[src/rtl/adc_scan_pkg.sv]
// Shared types and constants for the serial ADC scan sequencer.
package adc_scan_pkg;

    // Sequencer phases: idle, CS setup, 16-clock conversion frames, CS quiet time
    typedef enum logic [1:0] {
        IDLE  = 2'd0,
        START = 2'd1,
        SHIFT = 2'd2,
        STOP  = 2'd3
    } state_e;

    localparam int NUM_CH          = 8;
    localparam int ADC_BITS        = 12;
    localparam int FRAME_HALVES    = 32;
    localparam int ADDR_FIRST_EDGE = 3;
    localparam int DATA_FIRST_EDGE = 5;

    // Rising edge that carries the last (LSB) data bit of a frame
    localparam int DATA_LAST_EDGE  = DATA_FIRST_EDGE + ADC_BITS - 1;

endpackage

[src/rtl/adc_chan_picker.sv]
// Round-robin channel picker: next set bit of mask strictly after last,
// searching cyclically 1..8 steps so last itself is chosen only when it
// is the sole enabled channel.
module adc_chan_picker
    import adc_scan_pkg::*;
(
    input  logic [NUM_CH-1:0] mask,
    input  logic [2:0]        last,
    output logic [2:0]        next,
    output logic              any
);

    logic [2:0] cand;

    // Scan from the farthest step down so the nearest set bit wins
    always_comb begin
        next = last;
        cand = last;
        any  = |mask;
        for (int i = NUM_CH; i >= 1; i--) begin
            cand = last + 3'(i);
            if (mask[cand]) begin
                next = cand;
            end
        end
    end

endmodule

[src/rtl/adc_scan_ctrl.sv]
// Serial ADC scan sequencer: generates CS/SCLK/DIN for back-to-back
// 16-clock conversion frames and reports each result as one valid beat.
//
// Output handshake: sample_valid is a one-cycle pulse with no ready;
// sample_chan/sample_data are valid in that cycle and hold until the
// next pulse. There is no backpressure, the consumer must take the beat.
module adc_scan_ctrl
    import adc_scan_pkg::*;
#(
    parameter int HALF_DIV = 16
)
(
    input  logic                CLOCK_50,
    input  logic                RESET,
    input  logic                enable,
    input  logic [NUM_CH-1:0]   chan_mask,
    output logic                busy,
    output logic                sample_valid,
    output logic [2:0]          sample_chan,
    output logic [ADC_BITS-1:0] sample_data,
    output logic                ADC_CS_N,
    output logic                ADC_SCLK,
    output logic                ADC_SADDR,
    input  logic                ADC_SDAT,
    output state_e              dbg_state
);

    localparam logic [7:0] DIV_LAST  = 8'(HALF_DIV - 1);
    localparam logic [4:0] HALF_LAST = 5'(FRAME_HALVES - 1);

    state_e                state_q, state_d;
    logic [7:0]            div_q, div_d;
    logic [4:0]            h_q, h_d;
    logic                  cs_n_q, cs_n_d;
    logic                  sclk_q, sclk_d;
    logic                  saddr_q, saddr_d;
    logic                  busy_q, busy_d;
    logic                  valid_q, valid_d;
    logic [2:0]            chan_q, chan_d;
    logic [ADC_BITS-1:0]   data_q, data_d;
    logic [ADC_BITS-1:0]   shift_q, shift_d;
    logic [NUM_CH-1:0]     mask_lat_q, mask_lat_d;
    logic [2:0]            conv_chan_q, conv_chan_d;
    logic [2:0]            next_addr_q, next_addr_d;
    logic [2:0]            last_addr_q, last_addr_d;

    logic                  begin_frame;
    logic                  div_last;
    logic [4:0]            h_n;
    logic [4:0]            edge_k;
    logic [1:0]            addr_off;
    logic [ADC_BITS-1:0]   shift_in;
    logic [2:0]            pick_last;
    logic [2:0]            pick_next;
    logic                  pick_any;

    // Between chained frames last_addr has not yet taken next_addr, so
    // the picker must search from the address of the frame just ending.
    assign pick_last = (state_q == SHIFT) ? next_addr_q : last_addr_q;

    adc_chan_picker u_picker (
        .mask (chan_mask),
        .last (pick_last),
        .next (pick_next),
        .any  (pick_any)
    );

    // Next-state and output computation for the sequencer
    always_comb begin
        state_d     = state_q;
        div_d       = div_q;
        h_d         = h_q;
        cs_n_d      = cs_n_q;
        sclk_d      = sclk_q;
        saddr_d     = saddr_q;
        busy_d      = busy_q;
        valid_d     = 1'b0;
        chan_d      = chan_q;
        data_d      = data_q;
        shift_d     = shift_q;
        mask_lat_d  = mask_lat_q;
        conv_chan_d = conv_chan_q;
        next_addr_d = next_addr_q;
        last_addr_d = last_addr_q;
        begin_frame = 1'b0;

        div_last = (div_q == DIV_LAST);
        h_n      = h_q + 5'd1;
        // Entering half h_n is edge k = h_n/2+1 (falling, even) or
        // (h_n+1)/2 (rising, odd); both reduce to h_n[4:1]+1.
        edge_k   = {1'b0, h_n[4:1]} + 5'd1;
        addr_off = 2'(edge_k - 5'(ADDR_FIRST_EDGE));
        shift_in = {shift_q[ADC_BITS-2:0], ADC_SDAT};

        case (state_q)
            IDLE: begin
                busy_d = 1'b0;
                if (enable && pick_any) begin
                    state_d     = START;
                    cs_n_d      = 1'b0;
                    sclk_d      = 1'b1;
                    saddr_d     = 1'b0;
                    busy_d      = 1'b1;
                    div_d       = 8'd0;
                    // The ADC converts IN0 on the first frame after CS falls
                    last_addr_d = 3'd0;
                end
            end

            START: begin
                if (div_last) begin
                    begin_frame = 1'b1;
                end else begin
                    div_d = div_q + 8'd1;
                end
            end

            SHIFT: begin
                if (!div_last) begin
                    div_d = div_q + 8'd1;
                end else if (h_q == HALF_LAST) begin
                    last_addr_d = next_addr_q;
                    if (enable && pick_any) begin
                        begin_frame = 1'b1;
                    end else begin
                        state_d = STOP;
                        cs_n_d  = 1'b1;
                        sclk_d  = 1'b1;
                        saddr_d = 1'b0;
                        div_d   = 8'd0;
                    end
                end else begin
                    h_d   = h_n;
                    div_d = 8'd0;
                    if (h_n[0]) begin
                        // Rising SCLK: sample DOUT on this same clock edge
                        sclk_d = 1'b1;
                        if (edge_k >= 5'(DATA_FIRST_EDGE)) begin
                            shift_d = shift_in;
                        end
                        if (edge_k == 5'(DATA_LAST_EDGE)) begin
                            if (mask_lat_q[conv_chan_q]) begin
                                valid_d = 1'b1;
                                chan_d  = conv_chan_q;
                                data_d  = shift_in;
                            end
                        end
                    end else begin
                        // Falling SCLK: DIN changes only here
                        sclk_d  = 1'b0;
                        saddr_d = 1'b0;
                        if (edge_k >= 5'(ADDR_FIRST_EDGE) &&
                            edge_k <  5'(ADDR_FIRST_EDGE + 3)) begin
                            case (addr_off)
                                2'd0:    saddr_d = next_addr_q[2];
                                2'd1:    saddr_d = next_addr_q[1];
                                default: saddr_d = next_addr_q[0];
                            endcase
                        end
                    end
                end
            end

            STOP: begin
                if (div_last) begin
                    state_d = IDLE;
                    busy_d  = 1'b0;
                end else begin
                    div_d = div_q + 8'd1;
                end
            end

            default: begin
                state_d = IDLE;
            end
        endcase

        // Frame start: latch mask, fix converted and next channel, first fall
        if (begin_frame) begin
            state_d     = SHIFT;
            mask_lat_d  = chan_mask;
            conv_chan_d = pick_last;
            next_addr_d = pick_next;
            h_d         = 5'd0;
            div_d       = 8'd0;
            sclk_d      = 1'b0;
            saddr_d     = 1'b0;
            cs_n_d      = 1'b0;
            busy_d      = 1'b1;
        end
    end

    // Sequencer state and registered pin/result outputs
    always_ff @(posedge CLOCK_50) begin
        if (RESET) begin
            state_q     <= IDLE;
            div_q       <= 8'd0;
            h_q         <= 5'd0;
            cs_n_q      <= 1'b1;
            sclk_q      <= 1'b1;
            saddr_q     <= 1'b0;
            busy_q      <= 1'b0;
            valid_q     <= 1'b0;
            chan_q      <= 3'd0;
            data_q      <= '0;
            shift_q     <= '0;
            mask_lat_q  <= '0;
            conv_chan_q <= 3'd0;
            next_addr_q <= 3'd0;
            last_addr_q <= 3'd0;
        end else begin
            state_q     <= state_d;
            div_q       <= div_d;
            h_q         <= h_d;
            cs_n_q      <= cs_n_d;
            sclk_q      <= sclk_d;
            saddr_q     <= saddr_d;
            busy_q      <= busy_d;
            valid_q     <= valid_d;
            chan_q      <= chan_d;
            data_q      <= data_d;
            shift_q     <= shift_d;
            mask_lat_q  <= mask_lat_d;
            conv_chan_q <= conv_chan_d;
            next_addr_q <= next_addr_d;
            last_addr_q <= last_addr_d;
        end
    end

    assign busy         = busy_q;
    assign sample_valid = valid_q;
    assign sample_chan  = chan_q;
    assign sample_data  = data_q;
    assign ADC_CS_N     = cs_n_q;
    assign ADC_SCLK     = sclk_q;
    assign ADC_SADDR    = saddr_q;
    assign dbg_state    = state_q;

endmodule
[config.mk]
export PLATFORM = sky130hd
export DESIGN_NAME = adc_scan_ctrl
export DESIGN_NICKNAME = d
export VERILOG_FILES = /design/src/rtl/adc_scan_pkg.sv /design/src/rtl/adc_chan_picker.sv /design/src/rtl/adc_scan_ctrl.sv
export SDC_FILE = /design/constraint.sdc
export NUM_CORES = 1
export LEC_CHECK = 0
export CORE_ASPECT_RATIO = 0.75
export CORE_MARGIN = 2
export CORE_UTILIZATION = 58
export DETAILED_ROUTE_END_ITERATION = 12
export GPL_ROUTABILITY_DRIVEN = 0
export PLACE_DENSITY = 0.79
export SYNTH_ARGS = -nofsm -noshare
export SYNTH_HDL_FRONTEND = slang
export SYNTH_SLANG_ARGS = --single-unit
[constraint.sdc]
create_clock -name CLOCK_50 -period 3.9 [get_ports CLOCK_50]
set_input_delay 0.78 -clock CLOCK_50 [delete_from_list [all_inputs] [get_ports CLOCK_50]]
set_output_delay 0.78 -clock CLOCK_50 [all_outputs]
set_load 0.05 [all_outputs]
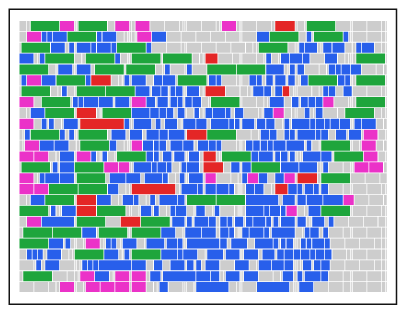
*Cell classes on the final placement*
Scale: 4 px per um. Fill, decap, tap and diode cells in grey.
Key: remaining logic cells = blue [cells 340, share of their area 56%]; registers = green [cells 63, share of their area 30%]; remaining buffers and delay cells = magenta [cells 42, share of their area 9.3%]; clock drivers and dummy loads = red [cells 16, share of their area 5.4%]

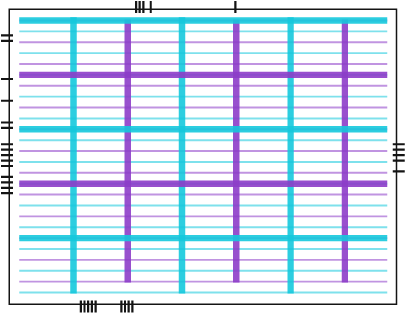
*Power grid*
Scale: 4 px per um. Pins as bars on the die edge.
Key: VSS = cyan; VDD = purple
5 straps on met5. 26 met1 rails follow the rows. 34 signal pins sit on the boundary. 6 straps on met4. The core has 25 rows.
die span in x: 96.5 um
core area: 6260 um^2
vertical die dimension: 73.3 um
VDD IR-drop max: 270 uV

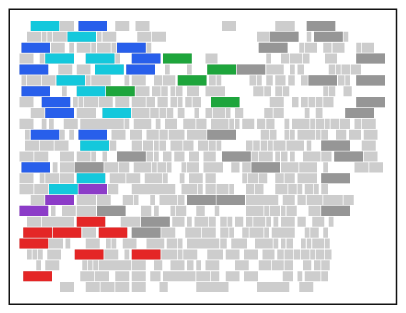
*Where the registers sit*
Scale: 4 px per um. Other sequential cells in the stronger grey, the rest of the logic in the fainter grey.
Key: `h_q` = green [sequential cells 5, where top middle]; `mask_lat_q` = red [sequential cells 8, where bottom left]; `sample_data` = blue [sequential cells 12, where top left]; `shift_q` = cyan [sequential cells 11]; `sample_chan` = purple [sequential cells 3]

==> summary.txt <==
Flow results follow.

Wires add up to 8500 um. The stage-log warning count is 36. The minimum setup slack in the final design is 268 ps. The register share after synthesis is 33.9%.

The total CTS buffers is 9. According to the finish report, the design has a final net count of 483. After layout, the design draws a total of 0.00142 W. STA reports a reg2reg setup slack of 270 ps.

Hold analysis lists the worst path endpoint as div_q[1]$_SDFFE_PP0P_. The post-cts hold buffer count is 0. The worst-case clock buffer depth is 2. The proportion of final cell area spent on non-clock buffers is 9.12%. Among all flip-flop cells after synthesis, the most frequent one is dfxtp_1. The multi-input combinational cells in the finished layout cover a total of 2320 um^2.

The placement report lists the number of port buffers as 33. The run finished with clean final reports. The cell count after synthesis came out at 422. The report lists the cells along the critical path as inv_1 -> ha_1 -> mux2i_1 -> clkinv_1 -> ha_1 -> xnor2_2 -> mux2_2 -> mux2i_1 -> mux2_2 -> a21oi_1 -> a211oi_1. The tap cell instance count is 81. Per the synthesis report, the XOR/XNOR share of the synthesized area is 3.06%. In the setup report, the worst path falls into the class reg2reg. The post-CTS setup buffer count is 0.

The clock tree has to reach 63 sinks. Summing all multiplexer cells gives an area fraction of 20.5%. TritonCTS built the clock tree.

The pre-CTS setup check shows a worst slack of 246 ps. The layout overhead on the synthesized area is 17.3%. The plain and repair buffers instantiated in the layout total 42.

The boundary pin count is 34. In the finished design the tool counted flip-flops and latches totalling 63. Registers are responsible for 46.0% of the overall power. The power share of the clock group is 45.7%.

The average size of a mapped cell is 8.81 um^2. The number of unique standard cell types used by synthesis is 61. The clock root buffer is clkbuf_8. The script extracted a total leakage power of 1.82 nW.

The detailed route wirelength on metal2 is 3700 um. The number of global-route vias before repair is 3007. Looking at the critical path, the highest net fanout was 8.

The slowest stage cell on the critical path is mux2i_1. The final setup violation count is 0. The final period utilization is 93.1%. The clock insertion delay at the later pin of the skew report is 350 ps. STA shows the worst reg2reg path with a cell count of 11. The number of nets in the synthesized netlist is 449. The flow reported a cell area power density of 324 nW/um^2. The total placed cells including tap cells is 526. The antenna diode instance count is 0.

The switching component of the power was reported as 0.000344 W. The H-tree depth is 3. The first global-routing pass estimated 14600 um of wire. Of the total synthesized cell area, the portion taken by AND, OR, NAND and NOR gates is 18.6%.

By area the synthesized netlist is led by dfxtp_1, mux2i_1, nor2_1. The cell-mix breakdown from Yosys lists the adder-cell area share as 5.05%. The power of the sequential group is 0.000651 W. The worst min-delay path category is reg2reg.

The and-or/or-and share of the synthesized area is 14.9%. The synthesis area per yosys is 3720 um^2. The largest cell class by area is multi-input combinational cells. The final hold violation count recorded for this run is 0. The final cell utilization of the core is 69.7%. The share of synthesized registers carrying an async set or reset is 0%. The met3 routing resource usage after global routing is 6.77%. The post-placement cell area is 4130 um^2. The largest total area in the synthesized netlist belongs to dfxtp_1. The worst slew margin relative to its limit is 59.7%. The delay of the slowest cell on the worst path is 420 ps. Across all layers, the routed design uses 3247 vias. The top logic cell family in the synthesized netlist is multiplexers.

The fill cell total of the finished layout is 488. The startpoint identified for the worst register-to-register timing path is dbg_state[0]$_SDFFE_PP0P_. The critical path ends at next_addr_q[1]$_SDFFE_PP0P_. The chip occupies 7070 um^2. The inverter count of the layout excluding clock inverters is 14.

The antenna violation net count after detailed routing is 0. The required time reported for the critical path endpoint is 4110 ps. The biggest power consumer among the groups is sequential cells.

The startpoint of the worst setup timing path is dbg_state[0]$_SDFFE_PP0P_. The share of total power in combinational logic is 8.4%. The clock arrives with 13.9 ps of skew. The startpoint identified for the worst hold timing path is div_q[1]$_SDFFE_PP0P_. On the final layout, the worst hold slack is 472 ps. The number of flip-flops under the largest register name is 12. Using the TritonRoute via totals, the vias-per-cell ratio works out to 5.99. The DRC violation total left in the routed layout is recorded as 0. The clock period minus worst slack is 3630 ps.

The power drawn by the clock network is 0.000647 W. In this design, the largest share of critical-path delay is due to multiplexers. The arrival time of the worst setup path is 3840 ps. The final instance count without filler cells is 542. The initial antenna violation count is 0. The final timing report lists a max-slew violation count of 0. The most common cell after layout, fill and taps aside is nor2_1. The routed metal-1 wirelength is 4080 um. In the log, the iteration count for the first detailed-route pass is 5. The share of cell area taken by multi-input logic gates is 53.1%. The proportion of total power due to net switching is 24.3%.

Along the worst hold path, the cell count comes to 2. The worst setup path is captured at a register. The met3 routed wirelength is 587 um.

After synthesis the cells add up to 3720 um^2. The total number of cells along the worst setup path is 11. The largest net degree at the start of global routing is 45.

In the floorplan report the effective utilization is 59.4%. Ranking logic cells in the layout by count gives the top entries nor2_1, dfxtp_1, mux2i_1. The setup total negative slack is 0 ps.

For this design, Yosys synthesis ends with a cell count of 422. Per the GRT log, the top usage layer is met2. The worst setup path is launched from a register. The share of the synthesized area in the top cell type is 33.9%.

The internal portion of the total power is 0.00107 W. The slew of the pin with the lowest slew margin is 603 ps. The buffering stage count on the worst path with inverters included is 2.
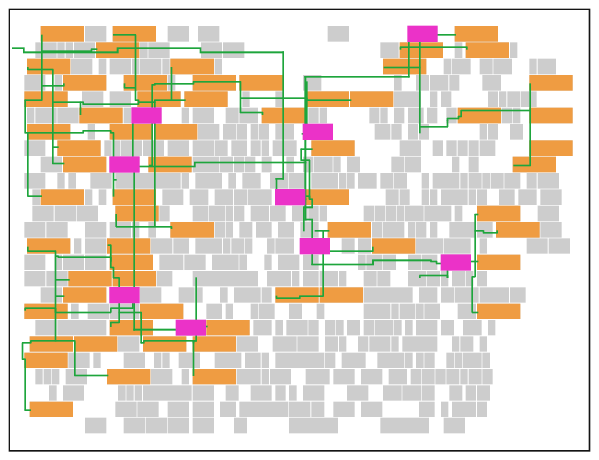
*Routed clock nets over the placement*
Scale: 6 px per um.
Key: clock wires = green [length 791 um]; clock-net drivers = magenta [count 9]; flip-flops = orange [count 63]
Position of the flops: all over the die.

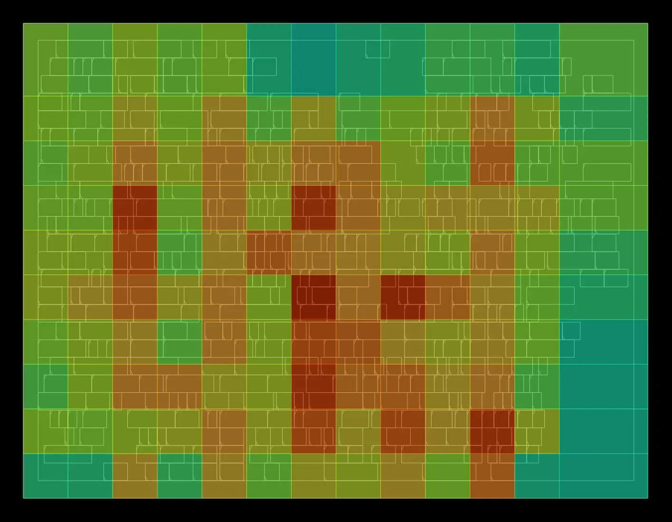
*Congestion heat map*
met2 track demand over resource in global routing: 39.0%
overall global routing resource usage: 26.8%
wire length per cell after detailed routing: 15.7 um

Power figures rest on the tool's default switching activity, not on a simulated workload.
